$ cat src/rtl/puf_challenge_ctrl.sv
// Arbiter-PUF challenge sequencer: drives LFSR challenges, launches a race per bit
// and assembles the sampled arbiter outputs into one RESP_BITS-bit response.
`timescale 1ns/1ps
module puf_challenge_ctrl #(
    parameter int             N         = 128,
    parameter int             RESP_BITS = 32,
    parameter int             SETTLE    = 16,
    parameter logic [N-1:0]   SEED_INIT = N'(1)
) (
    input  logic                 clk,
    input  logic                 rst,
    input  logic                 start,
    input  logic                 seed_valid,
    input  logic [N-1:0]         seed,
    output logic [N-1:0]         challenge,
    output logic                 race,
    input  logic                 puf_out,
    output logic                 busy,
    output logic                 resp_valid,
    output logic [RESP_BITS-1:0] response,
    input  logic                 resp_ready
);
    localparam int IW = $clog2(RESP_BITS + 1);
    localparam int PW = (SETTLE > 1) ? $clog2(SETTLE) : 1;
    // Tap positions are the 128-bit polynomial scaled to N.
    localparam int T0 = N - 1;
    localparam int T1 = N - 3;
    localparam int T2 = (100 * N) / 128;
    localparam int T3 = (98 * N) / 128;

    typedef enum logic [2:0] {IDLE, LOAD, ARM, FIRE, SAMPLE, DONE} state_t;

    state_t               state_reg, state_next;
    logic [N-1:0]         lfsr_reg, lfsr_next;
    logic [PW-1:0]        phase_reg, phase_next;
    logic [IW-1:0]        idx_reg, idx_next;
    logic [RESP_BITS-1:0] resp_reg, resp_next;
    logic                 race_reg, busy_reg, valid_reg;
    logic                 resp_clear;
    logic                 fb;
    logic                 phase_last;

    assign fb         = lfsr_reg[T0] ^ lfsr_reg[T1] ^ lfsr_reg[T2] ^ lfsr_reg[T3];
    assign phase_last = (phase_reg == PW'(SETTLE - 1));

    always_comb begin
        state_next = state_reg;
        phase_next = phase_reg;
        idx_next   = idx_reg;
        lfsr_next  = lfsr_reg;
        resp_clear = 1'b0;
        case (state_reg)
            IDLE: begin
                if (seed_valid) begin
                    lfsr_next = (seed == '0) ? SEED_INIT : seed;
                end else if (start) begin
                    resp_clear = 1'b1;
                    idx_next   = '0;
                    state_next = LOAD;
                end
            end
            LOAD: begin
                phase_next = '0;
                state_next = ARM;
            end
            ARM: begin
                if (phase_last) begin
                    phase_next = '0;
                    state_next = FIRE;
                end else begin
                    phase_next = phase_reg + 1'b1;
                end
            end
            FIRE: begin
                if (phase_last) begin
                    phase_next = '0;
                    state_next = SAMPLE;
                end else begin
                    phase_next = phase_reg + 1'b1;
                end
            end
            SAMPLE: begin
                lfsr_next  = {lfsr_reg[N-2:0], fb};
                idx_next   = idx_reg + 1'b1;
                state_next = (idx_reg < IW'(RESP_BITS - 1)) ? LOAD : DONE;
            end
            DONE: begin
                if (resp_ready) begin
                    state_next = IDLE;
                end
            end
            default: state_next = IDLE;
        endcase
    end

    // Each response bit has its own capture mux, selected by the current bit index.
    genvar gi;
    generate
        for (gi = 0; gi < RESP_BITS; gi++) begin : g_resp
            assign resp_next[gi] = resp_clear ? 1'b0 :
                                   ((state_reg == SAMPLE) && (idx_reg == IW'(gi))) ? puf_out :
                                   resp_reg[gi];
        end
    endgenerate

    // Outputs are registered from the next state so race never glitches.
    always_ff @(posedge clk) begin
        if (rst) begin
            state_reg <= IDLE;
            lfsr_reg  <= SEED_INIT;
            phase_reg <= '0;
            idx_reg   <= '0;
            resp_reg  <= '0;
            race_reg  <= 1'b0;
            busy_reg  <= 1'b0;
            valid_reg <= 1'b0;
        end else begin
            state_reg <= state_next;
            lfsr_reg  <= lfsr_next;
            phase_reg <= phase_next;
            idx_reg   <= idx_next;
            resp_reg  <= resp_next;
            race_reg  <= (state_next == FIRE) || (state_next == SAMPLE);
            busy_reg  <= (state_next != IDLE);
            valid_reg <= (state_next == DONE);
        end
    end

    assign challenge  = lfsr_reg;
    assign race       = race_reg;
    assign busy       = busy_reg;
    assign resp_valid = valid_reg;
    assign response   = resp_reg;
endmodule
$ cat config.mk
export PLATFORM = sky130hd
export DESIGN_NAME = puf_challenge_ctrl
export DESIGN_NICKNAME = d
export VERILOG_FILES = /design/src/rtl/puf_challenge_ctrl.sv
export SDC_FILE = /design/constraint.sdc
export NUM_CORES = 1
export LEC_CHECK = 0
export ABC_AREA = 1
export CAP_MARGIN = 30
export CORE_MARGIN = 4
export CORE_UTILIZATION = 41
export CTS_BUF_LIST = sky130_fd_sc_hd__clkbuf_8
export DETAILED_ROUTE_END_ITERATION = 7
export PLACE_DENSITY = 0.75
export SLEW_MARGIN = 20
export SYNTH_ARGS = -nofsm -noshare
export SYNTH_HDL_FRONTEND = slang
export SYNTH_SLANG_ARGS = --single-unit
export TNS_END_PERCENT = 10
$ cat constraint.sdc
create_clock -name clk -period 1.66 [get_ports clk]
set_input_delay 0.332 -clock clk [delete_from_list [all_inputs] [get_ports clk]]
set_output_delay 0.332 -clock clk [all_outputs]
set_load 0.05 [all_outputs]
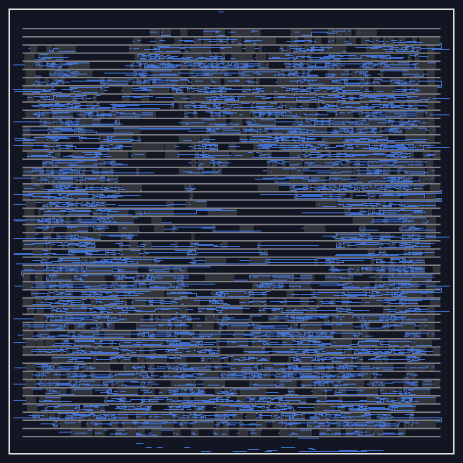
(images/met1.png)
Drawn at 3 px/um. Supply wires on this layer in gray.
wire length on this layer = 11300 um
share of all routed wire = 41%

==> results.txt <==
Status: finished clean
Number of CTS-inserted buffers: 17
Hold Slack: 0.469 ns
P_int: 0.00704 W
Peak Freq: 640 MHz
Hold depth: 3
DP HPWL: 19100 um
Worst Setup End Kind: flop
Clock slew at reported path FFs: 0.10 ns
Vias in the first global route: 8427
Chip Width: 148 um
Post-Syn Area: 8000 sq um
Pwr dens: 900 nW/um^2
Power in the clock group: 0.00315 W
TritonCTS clock tree: yes
IO Count: 297
Yosys warnings: 0
Synth Seq Share: 44.1%
Placeable core area: 19000 sq um
Largest net degree at the start of global routing: 70
Max VDD drop: 636 uV
Layout cell share with drive strength beyond 1: 19.9%
Drt drc: 0
Initial detailed-routing violation count: 675
Dominant Register Cell: dfxtp_1
Vias per cell: 5.28
Leakage: 4.90 nW
Comb gate area: 3930 sq um
Routed WL per cell: 16.0 um
Slowest cell on crit path: dfxtp_2
Family with the most delay on the worst path: buffers and inverters
Vias after detailed routing: 9032
Comb power frac: 25.6%
Critical Path Most Common Cell: inv_4
Pwr Total: 0.0106 W
Crit-path max cell delay: 0.35 ns
Diodes inserted: 0
Final wirelength: 27400 um
Chip area in the Yosys report: 8000 sq um
Clock power share: 29.6%
GRT Resource Usage Total: 23.7%
NumNets Final: 1575
Syn nets: 1267
CP Depth: 8
Worst-path fanout max: 26
Area delta synth->final: 47.8%
Cycle use final: 94.1%
Placed Area: 11200 sq um
Cell count after placement: 1669
Post-Layout Inst Area: 11800 sq um
CP Launch Type: flop
Unrepaired setup endpoints after global routing: yes
Htree depth: 4
Final hold vios: 0
Synth top cells by count: nand2_1, dfxtp_1, o21ai_0
CP Class: reg -> reg
Worst slew pin tran: 0.402 ns
Worst path cell trace: nor2_4 -> inv_4 -> nor2_8 -> buf_12 -> inv_4 -> clkbuf_16 -> nand2_1 -> a31oi_1
Sequential power share: 44.8%
OpenROAD warning count: 30
First-pass GRT wire length: 42700 um
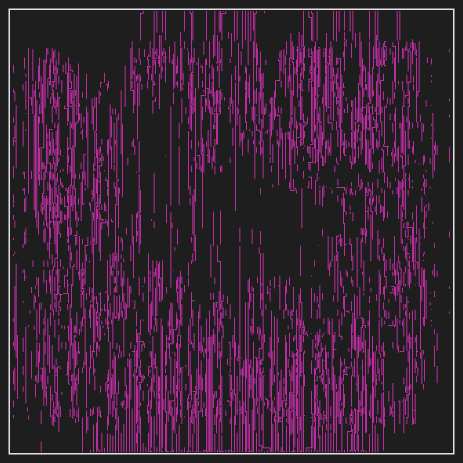
(images/met2.png)
Drawn at 3 px/um.
longest straight run = 52.4 um
share of all routed wire = 46%

[per-stage QoR]
| step | utilization (%) | TNS, ns | worst slack [ns] |
|---|---|---|---|
| after global placement | 59.2 | -14.04 | -0.143 |
| after floorplan | - | 0 | 0.273 |
| after global routing | 62.4 | -0.0282 | -0.0227 |
| after CTS | 61.4 | 0 | 0.0326 |
| after detailed placement | 59.2 | -15.56 | -0.200 |
| final | 62.4 | 0 | 0.0982 |
[logic make-up after synthesis]
kind of cell	synth area share (%)
adders and majority gates	0.782
xor gates and xnor gates	0.438
and+or+nand+nor	24.3
buffers and inverters	7.12
AOI/OAI and AO/OA	23.3
DFF	44.1
[what timing repair did]
action	4_1_cts	5_1_grt
endpoints found under the hold margin	0	0
endpoints found under the setup margin	3	133
gates cloned	0	4
pin swaps	0	2
setup buffers	0	4
resized	2	13
[metal layers]
metal,vias to the layer above,wire (um),track usage [%]
li1,4460,-,-
met4,0,823,9.13
met3,60,2560,6.13
met2,420,12700,38.7
met1,4092,11300,30.2
met5,-,0,0
[final timing paths]
| kind | start | end | slack [ns] |
|---|---|---|---|
| worst min register to register | response[24]$_SDFFE_PP0P_ | response[24]$_SDFFE_PP0P_ | 0.48 |
| worst min-delay path | seed[90] | challenge[90]$_SDFFE_PP0P_ | 0.47 |
| worst max-delay path | state_reg[1]$_SDFF_PP0_ | challenge[74]$_SDFFE_PP0P_ | 0.1 |
| worst max register to register | state_reg[1]$_SDFF_PP0_ | challenge[74]$_SDFFE_PP0P_ | 0.1 |
[cell type report]
type	count	share of cell area, %
clock buffers	17	1.98
repair buffers	370	29.2
inverters	42	1.44
multi-input cells	829	33.2
flip-flops and latches	176	29.8
well taps	260	2.75
clock inverters	15	1.53
Power is estimated from default activity; no workload was simulated.
